`src/rtl/fht_io_sequencer.sv`:
```
`default_nettype none
// ============================================================================
//  Module      : fht_io_sequencer
//  Description : Frame sequencer for the FHT core. Streams N = 4*2^A_BIT
//                samples into the four RAM banks, kicks fht_control, waits
//                for the transform, then streams the results back out.
//  Revision    : 1.0 - initial release
// ============================================================================
module fht_io_sequencer #(
    parameter int A_BIT   = 8,
    parameter int D_BIT   = 16,
    parameter bit OUT_SET = 1'b0
) (
    input  logic               iCLK,
    input  logic               iRESET,
    input  logic               iIN_VALID,
    input  logic [D_BIT-1:0]   iIN_DATA,
    output logic               oIN_READY,
    output logic [A_BIT-1:0]   oWR_ADDR,
    output logic [D_BIT-1:0]   oWR_DATA,
    output logic [3:0]         oWE_BANK,
    output logic [A_BIT-1:0]   oRD_ADDR,
    input  logic [4*D_BIT-1:0] iRD_DATA,
    output logic               oSET,
    output logic               oMEM_OWNER,
    output logic               oFHT_START,
    input  logic               iFHT_RDY,
    input  logic               iABORT,
    output logic               oOUT_VALID,
    output logic [D_BIT-1:0]   oOUT_DATA,
    output logic               oOUT_LAST,
    input  logic               iOUT_READY,
    output logic               oBUSY,
    output logic               oDONE
);

    localparam int               P_BIT        = A_BIT + 2;
    localparam logic [P_BIT-1:0] c_PTR_LAST   = {P_BIT{1'b1}};
    localparam logic [P_BIT-1:0] c_PTR_ONE    = {{(P_BIT-1){1'b0}}, 1'b1};
    localparam logic [1:0]       c_WAIT_LIMIT = 2'd3;

    typedef enum logic [2:0] {
        S_IDLE      = 3'd0,
        S_LOAD      = 3'd1,
        S_START     = 3'd2,
        S_WAIT_BUSY = 3'd3,
        S_RUN       = 3'd4,
        S_PRIME     = 3'd5,
        S_UNLOAD    = 3'd6
    } t_state;

    t_state           r_state,     w_state_nxt;
    logic [P_BIT-1:0] r_ptr,       w_ptr_nxt;
    logic [A_BIT-1:0] r_wr_addr,   w_wr_addr_nxt;
    logic [D_BIT-1:0] r_wr_data,   w_wr_data_nxt;
    logic [3:0]       r_we_bank,   w_we_bank_nxt;
    logic             r_start,     w_start_nxt;
    logic             r_owner,     w_owner_nxt;
    logic             r_set,       w_set_nxt;
    logic             r_out_valid, w_out_valid_nxt;
    logic             r_done,      w_done_nxt;
    logic [1:0]       r_wait_cnt,  w_wait_cnt_nxt;
    logic             r_repulsed,  w_repulsed_nxt;

    logic             w_fire;
    logic [P_BIT-1:0] w_ptr_inc;
    logic [P_BIT-1:0] w_rd_ptr;
    logic [D_BIT-1:0] w_bank_data;

    assign w_fire    = r_out_valid & iOUT_READY;
    assign w_ptr_inc = r_ptr + c_PTR_ONE;
    // Read pointer looks one sample ahead on a fire so the 1-cycle RAM keeps up.
    assign w_rd_ptr  = w_fire ? w_ptr_inc : r_ptr;

    // Select the bank that holds the current pointer's sample.
    always_comb begin
        w_bank_data = iRD_DATA[D_BIT-1:0];
        case (r_ptr[1:0])
            2'd1:    w_bank_data = iRD_DATA[1*D_BIT +: D_BIT];
            2'd2:    w_bank_data = iRD_DATA[2*D_BIT +: D_BIT];
            2'd3:    w_bank_data = iRD_DATA[3*D_BIT +: D_BIT];
            default: w_bank_data = iRD_DATA[D_BIT-1:0];
        endcase
    end

    // Next-state and next-output logic for the whole frame sequence.
    always_comb begin
        w_state_nxt     = r_state;
        w_ptr_nxt       = r_ptr;
        w_wr_addr_nxt   = r_wr_addr;
        w_wr_data_nxt   = r_wr_data;
        w_we_bank_nxt   = 4'b0000;
        w_start_nxt     = 1'b0;
        w_owner_nxt     = r_owner;
        w_set_nxt       = r_set;
        w_out_valid_nxt = r_out_valid;
        w_done_nxt      = 1'b0;
        w_wait_cnt_nxt  = r_wait_cnt;
        w_repulsed_nxt  = r_repulsed;

        case (r_state)
            S_IDLE, S_LOAD: begin
                if ((r_state == S_LOAD) && iABORT) begin
                    // A handshake in the abort cycle is dropped, not written.
                    w_state_nxt = S_IDLE;
                    w_ptr_nxt   = '0;
                end else if (iIN_VALID) begin
                    w_we_bank_nxt = 4'b0001 << r_ptr[1:0];
                    w_wr_addr_nxt = r_ptr[P_BIT-1:2];
                    w_wr_data_nxt = iIN_DATA;
                    if (r_ptr == c_PTR_LAST) begin
                        w_state_nxt = S_START;
                        w_ptr_nxt   = '0;
                    end else begin
                        w_state_nxt = S_LOAD;
                        w_ptr_nxt   = w_ptr_inc;
                    end
                end
            end
            S_START: begin
                w_start_nxt    = 1'b1;
                w_owner_nxt    = 1'b1;
                w_wait_cnt_nxt = 2'd0;
                w_repulsed_nxt = 1'b0;
                w_state_nxt    = S_WAIT_BUSY;
            end
            S_WAIT_BUSY: begin
                if (!iFHT_RDY) begin
                    w_state_nxt = S_RUN;
                end else if (!r_repulsed) begin
                    // Engine missed the first pulse: retry exactly once.
                    if (r_wait_cnt == c_WAIT_LIMIT) begin
                        w_start_nxt    = 1'b1;
                        w_repulsed_nxt = 1'b1;
                    end else begin
                        w_wait_cnt_nxt = r_wait_cnt + 2'd1;
                    end
                end
            end
            S_RUN: begin
                if (iFHT_RDY) begin
                    w_owner_nxt = 1'b0;
                    w_set_nxt   = OUT_SET;
                    w_ptr_nxt   = '0;
                    w_state_nxt = S_PRIME;
                end
            end
            S_PRIME: begin
                w_out_valid_nxt = 1'b1;
                w_state_nxt     = S_UNLOAD;
            end
            S_UNLOAD: begin
                if (iABORT) begin
                    w_state_nxt     = S_IDLE;
                    w_ptr_nxt       = '0;
                    w_out_valid_nxt = 1'b0;
                    w_set_nxt       = 1'b0;
                end else if (w_fire) begin
                    if (r_ptr == c_PTR_LAST) begin
                        w_state_nxt     = S_IDLE;
                        w_ptr_nxt       = '0;
                        w_out_valid_nxt = 1'b0;
                        w_set_nxt       = 1'b0;
                        w_done_nxt      = 1'b1;
                    end else begin
                        w_ptr_nxt = w_ptr_inc;
                    end
                end
            end
            default: begin
                w_state_nxt = S_IDLE;
            end
        endcase
    end

    // State and output registers; asynchronous reset returns everything to idle.
    always_ff @(posedge iCLK or negedge iRESET) begin
        if (!iRESET) begin
            r_state     <= S_IDLE;
            r_ptr       <= '0;
            r_wr_addr   <= '0;
            r_wr_data   <= '0;
            r_we_bank   <= 4'b0000;
            r_start     <= 1'b0;
            r_owner     <= 1'b0;
            r_set       <= 1'b0;
            r_out_valid <= 1'b0;
            r_done      <= 1'b0;
            r_wait_cnt  <= 2'd0;
            r_repulsed  <= 1'b0;
        end else begin
            r_state     <= w_state_nxt;
            r_ptr       <= w_ptr_nxt;
            r_wr_addr   <= w_wr_addr_nxt;
            r_wr_data   <= w_wr_data_nxt;
            r_we_bank   <= w_we_bank_nxt;
            r_start     <= w_start_nxt;
            r_owner     <= w_owner_nxt;
            r_set       <= w_set_nxt;
            r_out_valid <= w_out_valid_nxt;
            r_done      <= w_done_nxt;
            r_wait_cnt  <= w_wait_cnt_nxt;
            r_repulsed  <= w_repulsed_nxt;
        end
    end

    assign oIN_READY  = (r_state == S_IDLE) || (r_state == S_LOAD);
    assign oWR_ADDR   = r_wr_addr;
    assign oWR_DATA   = r_wr_data;
    assign oWE_BANK   = r_we_bank;
    assign oRD_ADDR   = w_rd_ptr[P_BIT-1:2];
    assign oSET       = r_set;
    assign oMEM_OWNER = r_owner;
    assign oFHT_START = r_start;
    assign oOUT_VALID = r_out_valid;
    assign oOUT_DATA  = w_bank_data;
    assign oOUT_LAST  = r_out_valid && (r_ptr == c_PTR_LAST);
    assign oBUSY      = (r_state != S_IDLE);
    assign oDONE      = r_done;

endmodule
`default_nettype wire
```
`config.mk`:
```
export PLATFORM = sky130hd
export DESIGN_NAME = fht_io_sequencer
export DESIGN_NICKNAME = d
export VERILOG_FILES = /design/src/rtl/fht_io_sequencer.sv
export SDC_FILE = /design/constraint.sdc
export NUM_CORES = 1
export LEC_CHECK = 0
export CAP_MARGIN = 10
export CELL_PAD_IN_SITES_DETAIL_PLACEMENT = 1
export CELL_PAD_IN_SITES_GLOBAL_PLACEMENT = 1
export CORE_MARGIN = 3
export CORE_UTILIZATION = 30
export CTS_CLUSTER_SIZE = 10
export DETAILED_ROUTE_END_ITERATION = 6
export GPL_ROUTABILITY_DRIVEN = 0
export PLACE_DENSITY_LB_ADDON = 0.1
export SLEW_MARGIN = 5
export SYNTH_ARGS = -nofsm -noshare
export SYNTH_HDL_FRONTEND = slang
export SYNTH_SLANG_ARGS = --single-unit
export TNS_END_PERCENT = 5
```
`constraint.sdc`:
```
create_clock -name iCLK -period 2 [get_ports iCLK]
set_input_delay 0.2 -clock iCLK [delete_from_list [all_inputs] [get_ports iCLK]]
set_output_delay 0.2 -clock iCLK [all_outputs]
set_load 0.01 [all_outputs]
```
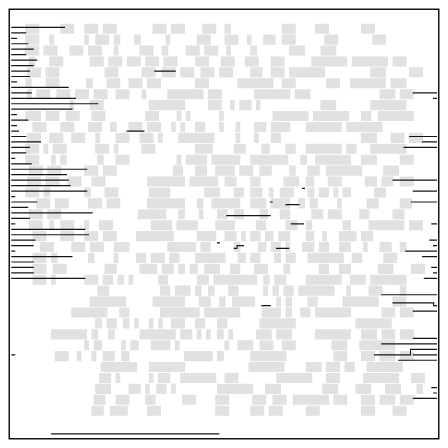
Fig. 1. Signal wires on met3 (run 1).
Cells faint in the background.
- nets with wire on the layer: 82
- wire length on this layer: 601 um
- main direction: horizontal
- longest straight run: 41.6 um
- share of all routed wire: 5.9%

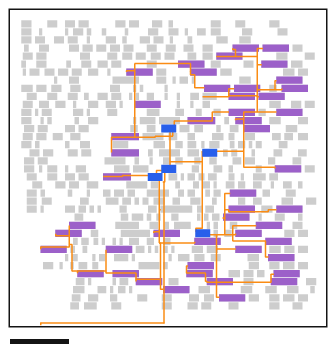
Fig. 2. Clock distribution (run 1).
Scale bar: 20 um.
- orange: clock wires (length 697 um)
- purple: flip-flops (count 48)
- blue: clock-net drivers (count 5)
- routed clock nets: 6

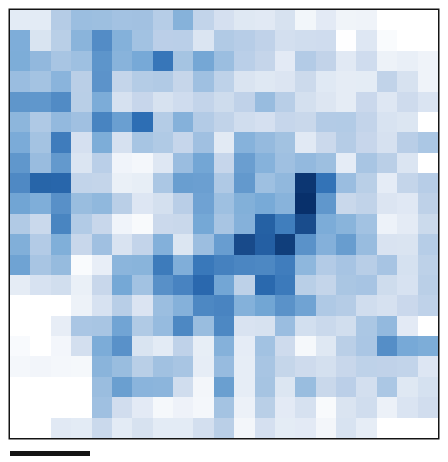
Fig. 3. Wiring heat map (run 1).
Scale bar: 20 um. The die is cut into 21 by 21 equal tiles; white is low, dark blue is high, scaled to the fullest tile. Values are wire area over tile area, all layers added.
- fullest tile: 0.46
- nearly empty tiles: 6.3%
- densest ninth of the die: centre

run 1: area by class of cell:
class | count | area [um2] | area share (%)
sequential | 48 | 1210 | 24.5
clock inverter | 2 | 38.8 | 0.788
timing repair buffer | 181 | 1690 | 34.4
tap | 133 | 166 | 3.38
multi-input combinational | 196 | 1650 | 33.4
inverter | 23 | 86.3 | 1.75
clock buffer | 6 | 82.6 | 1.68
run 1: report_power, final:
group,leakage (nW),internal [mW],switching (mW)
Clock,0.0614,0.410,0.349
Sequential,0.606,1.28,0.235
Combinational,1.51,1.94,1.74
Total,2.17,3.63,2.33
run 1: registers in the layout, indices dropped and copies added, names as in the netlist, 2 cells and up:
name and flops:
r_wait_cnt 2, r_ptr 10, r_state 3, oWR_DATA 16
oWR_ADDR 8, oWE_BANK 4
==> flow_summary_export.csv, run 1 <==
group,metric,value,unit
detailed_routing,postRouteAntennaNets,0,
cts,cts_inserted_buffers,5,
floorplanning,die_w,107,um
critical_path,critPathSlowestCell,"dfrtp_2",
final_timing,finalSetupViolCount,1,
cts,postCtsHoldBufs,1,
cells_and_area,num_antenna_cells,0,
logic_synthesis,ys_types,58,
critical_path,cp-start-kind,"flop",
critical_path,path_depth,5,
critical_path,r2r_start,"r_ptr[0]$_DFFE_PN0P_",
cts,root_buffer,"clkbuf_8",
power_and_ir_drop,power.density,1210,nW/um2
cells_and_area,drive_gt1_share,23.0,%
placement,place_hpwl,8080,um
detailed_routing,wl_met3,600,um
logic_synthesis,simple_gate_share,14.1,%
floorplanning,core_area,9820,um2
logic_synthesis,logic_family,"AND-OR/OR-AND gates",
detailed_routing,post_drt_via_cell_ratio,5.04,
placement,place_inst,580,
global_route,gr-max-usage-layer,"met2",
global_route,antenna_found_initial,0,
logic_synthesis,synthTopCellsByCount,"dfrtp_1, inv_1, nor2_1",
logic_synthesis,top_area_share,39.5,%
global_route,grt.met2_usage,32.8,%
logic_synthesis,ys_warn_count,0,
floorplanning,fp_util,31.0,%
cells_and_area,postLayoutCellArea,4920,um2
detailed_routing,top_layer_used,"met4",
detailed_routing,wire_per_inst,17.3,um
detailed_routing,wirelength,10200,um
logic_synthesis,synth_flops,48,
logic_synthesis,top_cell,"dfrtp_1",
final_timing,setup_slack,-0.00690,ns
outcome,violations,"negative setup slack",
critical_path,r2r_end,"r_ptr[9]$_DFFE_PN0P_",
critical_path,crit_buf_inv,2,
power_and_ir_drop,power,5.96,mW
logic_synthesis,topCellsByArea,"dfrtp_1, mux2_1, a222oi_1",
outcome,status,"finished, violations left",
==> run 1 -> run 2 <==
CORE_MARGIN = not set   (was 3)
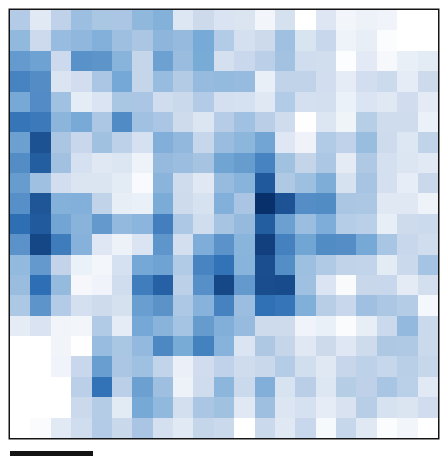
Fig. 4. Wiring heat map (run 2).
Scale bar: 20 um. The die is cut into 21 by 21 equal tiles; white is low, dark blue is high, scaled to the fullest tile. Values are wire area over tile area, all layers added.
- fullest tile: 0.46
- emptiest ninth of the die: upper right
- densest ninth of the die: centre
- tiles over half the peak: 18%
- mean over tiles: 0.14
- nearly empty tiles: 5.2%

==> run 2 against run 1 <==
  * The run still ends with negative setup slack left
  * Clock skew is 0.0018 ns lower
  * First-iteration DRC count shrank 7.3%
  * Non-clock buffer count is 2 higher
  * Register-to-register slack worse by 0.03 ns
  * Wire length fell by 4.4%
  * Via count rose by 1.0%
  * Final cell count rose by 0.34%
  * Critical path depth stayed put
  * Synthesized area is the same
  * Combinational power about the same
  * Final area fell by 1.0%
  * Largest cell class unchanged
==> flow_summary_export.csv, run 2 <==
group,metric,value,unit
floorplanning,fp_util,31.0,%
cts,worstSkewPairLatency,0.30,ns
placement,place_hpwl,7620,um
logic_synthesis,topCellsByArea,"dfrtp_1, mux2_1, a222oi_1",
cts,htree_num_levels,2,
detailed_routing,wire_per_inst,16.5,um
power_and_ir_drop,power,5.80,mW
power_and_ir_drop,pg_seq,1.49,mW
cells_and_area,drive_gt1_share,21.8,%
detailed_routing,postRouteAntennaNets,0,
final_timing,drv_slew,0,
cts,postCtsHoldBufs,0,
outcome,status,"finished, violations left",
cells_and_area,logic_area,1620,um2
placement,pre_cts_slack,-0.101,ns
placement,placedInstanceArea,4810,um2
final_timing,setup_slack,-0.0732,ns
logic_synthesis,synthArstFlopShare,100,%
logic_synthesis,top_area_share,39.5,%
logic_synthesis,ys_warn_count,0,
critical_path,r2r_start,"r_ptr[0]$_DFFE_PN0P_",
logic_synthesis,top_cell,"dfrtp_1",
critical_path,endpoint,"oOUT_DATA[2]",
power_and_ir_drop,comb_power_share,63.6,%
power_and_ir_drop,pg_clk,0.619,mW
placement,numPortBuffers,144,
cells_and_area,postLayoutCellArea,4870,um2
logic_synthesis,synth_flops,48,
detailed_routing,wl_met3,505,um
global_route,grt.met2_usage,34.3,%
final_timing,finalSetupViolCount,5,
logic_synthesis,synthTopCellsByCount,"dfrtp_1, inv_1, nor2_1",
logic_synthesis,ys_chip_area,3040,um2
floorplanning,core_area,9820,um2
critical_path,arrival,1.87,ns
logic_synthesis,syn_inst,292,
floorplanning,die_w,103,um
detailed_routing,first_iter_violations,178,
power_and_ir_drop,switchingPower,2.30,mW
cts,root_buffer,"clkbuf_8",
critical_path,r2r_end,"r_ptr[3]$_DFFE_PN0P_",
power_and_ir_drop,top_power_group,"combinational cells",
power_and_ir_drop,p_seq_share,25.8,%
cells_and_area,num_antenna_cells,0,
power_and_ir_drop,pg_comb,3.69,mW
detailed_routing,top_layer_used,"met4",
global_route,antenna_found_initial,0,
global_route,gr-usage-met3,3.66,%
detailed_routing,post_drt_via_cell_ratio,5.07,
outcome,violations,"negative setup slack",
final_timing,maxSlewHeadroom,58.4,%
cts,cts_inserted_buffers,5,
power_and_ir_drop,switching_share,39.7,%
floorplanning,core.rowCount,36,
power_and_ir_drop,p_clk_share,10.7,%
detailed_routing,wirelength,9720,um
power_and_ir_drop,intPower,3.50,mW
logic_synthesis,synth_area,3040,um2
cells_and_area,flop_area,1200,um2
cells_and_area,largest_register_ffs,16,
global_route,gr-max-usage-layer,"met2",
logic_synthesis,ys_types,58,
critical_path,cp-start-kind,"flop",
global_route,grt_start_max_net_pins,49,
power_and_ir_drop,power.density,1190,nW/um2
power_and_ir_drop,vdd_drop_max,411,uV
placement,place_inst,582,
run 2: logic make-up after synthesis:
| group | share of synthesized area [%] |
|---|---|
| xor+xnor | 2.30 |
| flops | 39.5 |
| other cells | 0.123 |
| simple gates | 14.1 |
| mux | 14.9 |
| buf+inv | 7.86 |
| fa+ha+maj | 2.47 |
| compound gates | 18.7 |
run 2: cell type report:
cell class / instances / area share, %
multi-input cells: 196 / 33.2
well taps: 133 / 3.42
clock buffers: 6 / 1.70
flip-flops and latches: 48 / 24.7
inverters: 23 / 1.77
repair buffers: 183 / 34.8
clock inverters: 2 / 0.308
run 2: worst max-delay path, stage by stage (launching register included):
cell	delay [ns]
dfrtp_2	0.46
ha_2	0.21
buf_4	0.19
a222oi_1	0.31
mux2i_1	0.11
dlygate4sd2_1	0.29
Power and IR drop assume default switching activity.
